Fig. 1: clock nets
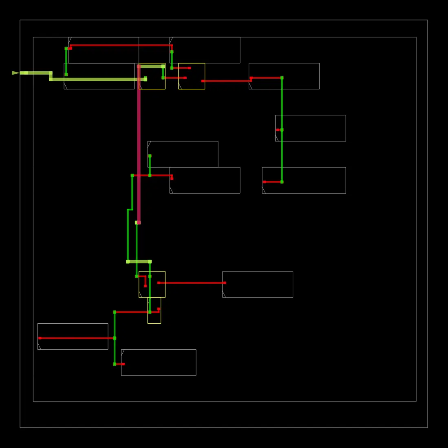
Fig. 2: local utilization
(10 px per µm) The die is cut into 9 by 9 equal tiles; white is low, dark blue is high, 0 to 100% covered.
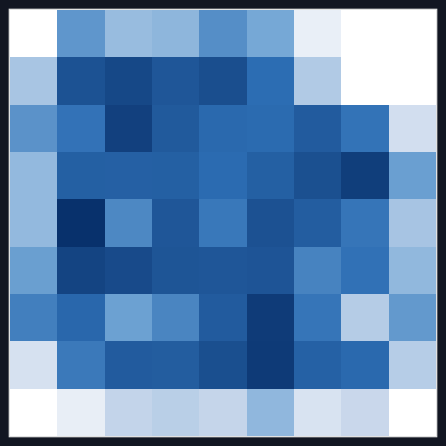
[config.mk]
export PLATFORM = sky130hd
export DESIGN_NAME = fifo_ctrl
export DESIGN_NICKNAME = d
export VERILOG_FILES = /design/src/rtl/fifo_pkg.sv /design/src/rtl/ptr_counter.sv /design/src/rtl/fifo_ctrl.sv
export SDC_FILE = /design/constraint.sdc
export NUM_CORES = 1
export LEC_CHECK = 0
export ABC_AREA = 1
export CAP_MARGIN = 20
export CORE_UTILIZATION = 42
export DETAILED_ROUTE_END_ITERATION = 8
export PLACE_DENSITY = 0.81
export SETUP_SLACK_MARGIN = 0.1
export SLEW_MARGIN = 10
export SYNTH_ARGS = -nofsm -noshare
export SYNTH_HDL_FRONTEND = slang
export SYNTH_SLANG_ARGS = --single-unit
[constraint.sdc]
create_clock -name clk -period 2.1 [get_ports clk]
set_input_delay 0.315 -clock clk [delete_from_list [all_inputs] [get_ports clk]]
set_output_delay 0.315 -clock clk [all_outputs]
set_load 0.005 [all_outputs]
[src/rtl/fifo_pkg.sv]
// rtl/fifo_pkg.sv - shared FIFO sizing defaults and pointer-width helper
package fifo_pkg;

  localparam int unsigned MEM_SIZE  = 4;
  localparam int unsigned WORD_SIZE = 6;
  localparam int unsigned PTR_L     = 3;

  // Pointer/count width must represent 0..MEM_SIZE inclusive.
  function automatic int unsigned min_ptr_l(input int unsigned mem_size);
    return $clog2(mem_size + 1);
  endfunction

  typedef enum logic [1:0] {
    OP_IDLE = 2'b00,
    OP_POP  = 2'b01,
    OP_PUSH = 2'b10,
    OP_BOTH = 2'b11
  } fifo_op_e;

endpackage

[src/rtl/ptr_counter.sv]
// rtl/ptr_counter.sv - enabled modulo-MEM_SIZE address counter with synchronous clear
module ptr_counter
  import fifo_pkg::*;
#(
  parameter int unsigned MEM_SIZE = fifo_pkg::MEM_SIZE,
  parameter int unsigned PTR_L    = fifo_pkg::PTR_L
) (
  input  logic             clk,
  input  logic             clr_i,
  input  logic             en_i,
  output logic [PTR_L-1:0] ptr_o
);

  logic [PTR_L-1:0] ptr_q, ptr_d;

  always_comb begin
    ptr_d = ptr_q;
    if (en_i) begin
      ptr_d = (ptr_q == PTR_L'(MEM_SIZE - 1)) ? '0 : ptr_q + PTR_L'(1);
    end
  end

  always_ff @(posedge clk) begin
    if (clr_i) begin
      ptr_q <= '0;
    end else begin
      ptr_q <= ptr_d;
    end
  end

  assign ptr_o = ptr_q;

endmodule

[src/rtl/fifo_ctrl.sv]
// rtl/fifo_ctrl.sv - FIFO pointer/occupancy controller driving a one-cycle-latency memory
module fifo_ctrl
  import fifo_pkg::*;
#(
  parameter int unsigned MEM_SIZE  = fifo_pkg::MEM_SIZE,
  parameter int unsigned WORD_SIZE = fifo_pkg::WORD_SIZE,
  parameter int unsigned PTR_L     = fifo_pkg::PTR_L
) (
  input  logic             clk,
  input  logic             reset,
  input  logic             push_req,
  input  logic             pop_req,
  input  logic [PTR_L-1:0] umbral_alto,
  input  logic [PTR_L-1:0] umbral_bajo,
  output logic [PTR_L-1:0] wr_ptr,
  output logic [PTR_L-1:0] rd_ptr,
  output logic             push,
  output logic             pop,
  output logic [PTR_L-1:0] count,
  output logic             full,
  output logic             empty,
  output logic             almost_full,
  output logic             almost_empty,
  output logic             valid_out,
  output logic             error
);

  logic [PTR_L-1:0] count_q, count_d;
  logic             valid_q;
  logic             error_q, error_d;
  fifo_op_e         op;

  assign full         = (count_q == PTR_L'(MEM_SIZE));
  assign empty        = (count_q == '0);
  assign almost_full  = (count_q >= umbral_alto);
  assign almost_empty = (count_q <= umbral_bajo);

  // A pop frees a slot in the same edge, so a full FIFO still accepts push+pop.
  assign pop  = !reset && pop_req && !empty;
  assign push = !reset && push_req && (!full || pop);
  assign op   = fifo_op_e'({push, pop});

  always_comb begin
    count_d = count_q;
    case (op)
      OP_PUSH: count_d = count_q + PTR_L'(1);
      OP_POP:  count_d = count_q - PTR_L'(1);
      default: count_d = count_q;
    endcase
  end

  assign error_d = error_q
                 | (push_req && full && !pop_req)
                 | (pop_req && empty);

  always_ff @(posedge clk) begin
    if (reset) begin
      count_q <= '0;
      valid_q <= 1'b0;
      error_q <= 1'b0;
    end else begin
      count_q <= count_d;
      valid_q <= pop;
      error_q <= error_d;
    end
  end

  ptr_counter #(.MEM_SIZE(MEM_SIZE), .PTR_L(PTR_L)) u_wr_ptr (
    .clk   (clk),
    .clr_i (reset),
    .en_i  (push),
    .ptr_o (wr_ptr)
  );

  ptr_counter #(.MEM_SIZE(MEM_SIZE), .PTR_L(PTR_L)) u_rd_ptr (
    .clk   (clk),
    .clr_i (reset),
    .en_i  (pop),
    .ptr_o (rd_ptr)
  );

  assign count     = count_q;
  assign valid_out = valid_q;
  assign error     = error_q;

endmodule

==> flow_metrics.env <==
# yosys + openroad results
export IMPL_use_met1_pct=20.21
export IMPL_io_buffers=26
export IMPL_wl_met1_um=658
export IMPL_holdWs_ps=489.8
export IMPL_timing_rr_end="count[2]$_SDFFE_PP0P_"
export IMPL_route_met2_wl_um=887
export IMPL_xor_area_share_pct=0
export IMPL_fmax_mhz=514.6
export IMPL_drc=0
export IMPL_antenna_cells=0
export IMPL_rsz0062_at_grt="false"
export IMPL_crit_cells=6
export IMPL_final_cells=144
export IMPL_grt_pass1_wl_um=2615
export IMPL_clock_power_uw=142
export IMPL_finalHoldViolCount=0
export IMPL_clkCellAreaFrac_pct=2.405
export IMPL_synth_seq_cells=11
export IMPL_grt_max_degree=8
export IMPL_cts_resized_gates=6
export IMPL_cts_max_path_buffers=2
export IMPL_via_count=714
export IMPL_synth_cell_type_count=19
export IMPL_syn_to_final_growth_pct=57.87
export IMPL_critPathSlowestCell="clkdlybuf4s50_1"
export IMPL_ir_worst_vdd_mv=0.4962
export IMPL_viasPerCell=4.958
export IMPL_buf_share_pct=27.03
export IMPL_cp_arrival_ps=1630
export IMPL_required_ps=1780
export IMPL_post_cts_setup_buffers=0
export IMPL_top_area_cell="dfxtp_1"
export IMPL_outcome="finished, final reports clean"
export IMPL_routed_wl_um=1622
export IMPL_top_area_share_pct=31.83
export IMPL_buffers=31
export IMPL_cp_end_kind="output pin"
export IMPL_pg_seq_uw=239
export IMPL_comb_power_share_pct=34.4
export IMPL_p_leak_uw=0.0005363
export IMPL_crit_path_end="push"
export IMPL_comb_area_share_pct=40.89
export IMPL_power_density_mw_per_mm2=532.1
export IMPL_syn_cell_area_um2=691.9
export IMPL_cts_tree="done"
export IMPL_maxPowerGroup="sequential cells"
export IMPL_fin_setup_tns_ps=0
export IMPL_h_tree_depth=1
export IMPL_die_h_um=42.59
export IMPL_p_int_uw=406.8
export IMPL_ys_sh_simple_pct=25.32
export IMPL_dieWidth_um=42.59
export IMPL_top_cells_by_count="inv_1, dfxtp_1, nand2_1, nor2_1, ha_1"
export IMPL_r2r_slack_ps=290
export IMPL_ff_latch_area_um2=225.2
export IMPL_synth_async_reset_ratio_pct=0
export IMPL_holdPathEnd="u_rd_ptr.ptr_o[2]$_SDFFE_PP0P_"
export IMPL_placed_area_mm2=0.001010
export IMPL_final_layout_size_suffix_gt1_share_pct=21.09
export IMPL_crit_family="buffers and inverters"
export IMPL_reg2reg_depth=10
export IMPL_logic_family="simple AND/OR/NAND/NOR gates"
export IMPL_lay_top_count="clkdlybuf4s50_1"
export IMPL_p_sw_uw=174.4
export IMPL_first_pass_iters=5
export IMPL_dp_slack_ps=-125.5
export IMPL_relSlewSlack_pct=81.83
export IMPL_clkbuf_count=4
export IMPL_hold_buffers=0
export IMPL_final_cell_mix="clkdlybuf4s50_1, inv_1, nand2_1, dfxtp_1, nor2_1"
export IMPL_grt_pass1_vias=663
export IMPL_place_congestion=0.8147
export IMPL_cts_root_buf="clkbuf_4"
export IMPL_die_area_mm2=0.001814
export IMPL_yosysChipArea_um2=691.9
export IMPL_core_mm2=0.001524
export IMPL_clockPowerShare_pct=24.5
export IMPL_warnings=26
export IMPL_clkTransAtPathRegs_ps=60
export IMPL_placedCellCount=140
export IMPL_comb_area_um2=446.7
export IMPL_final_util_pct=71.67
export IMPL_nWellTaps=16
export IMPL_design_power_total_uw=581.2
export IMPL_p_sw_share_pct=30.00
export IMPL_grt_usage_pct=19.06
export IMPL_grt_busiest_layer="met2"
export IMPL_critPathKind="in -> out"
export IMPL_ff_type="dfxtp_1"
About Fig. 1:
clk_skew: 5.993 ps
registers: 11
clock sink count: 11
CTS Buf Count: 3
clk latency late pin: 270 ps

About Fig. 2:
densest ninth of the die: middle
emptiest ninth of the die: top right
fullest tile: 100%
mean over tiles: 59%
nearly empty tiles: 8.6%

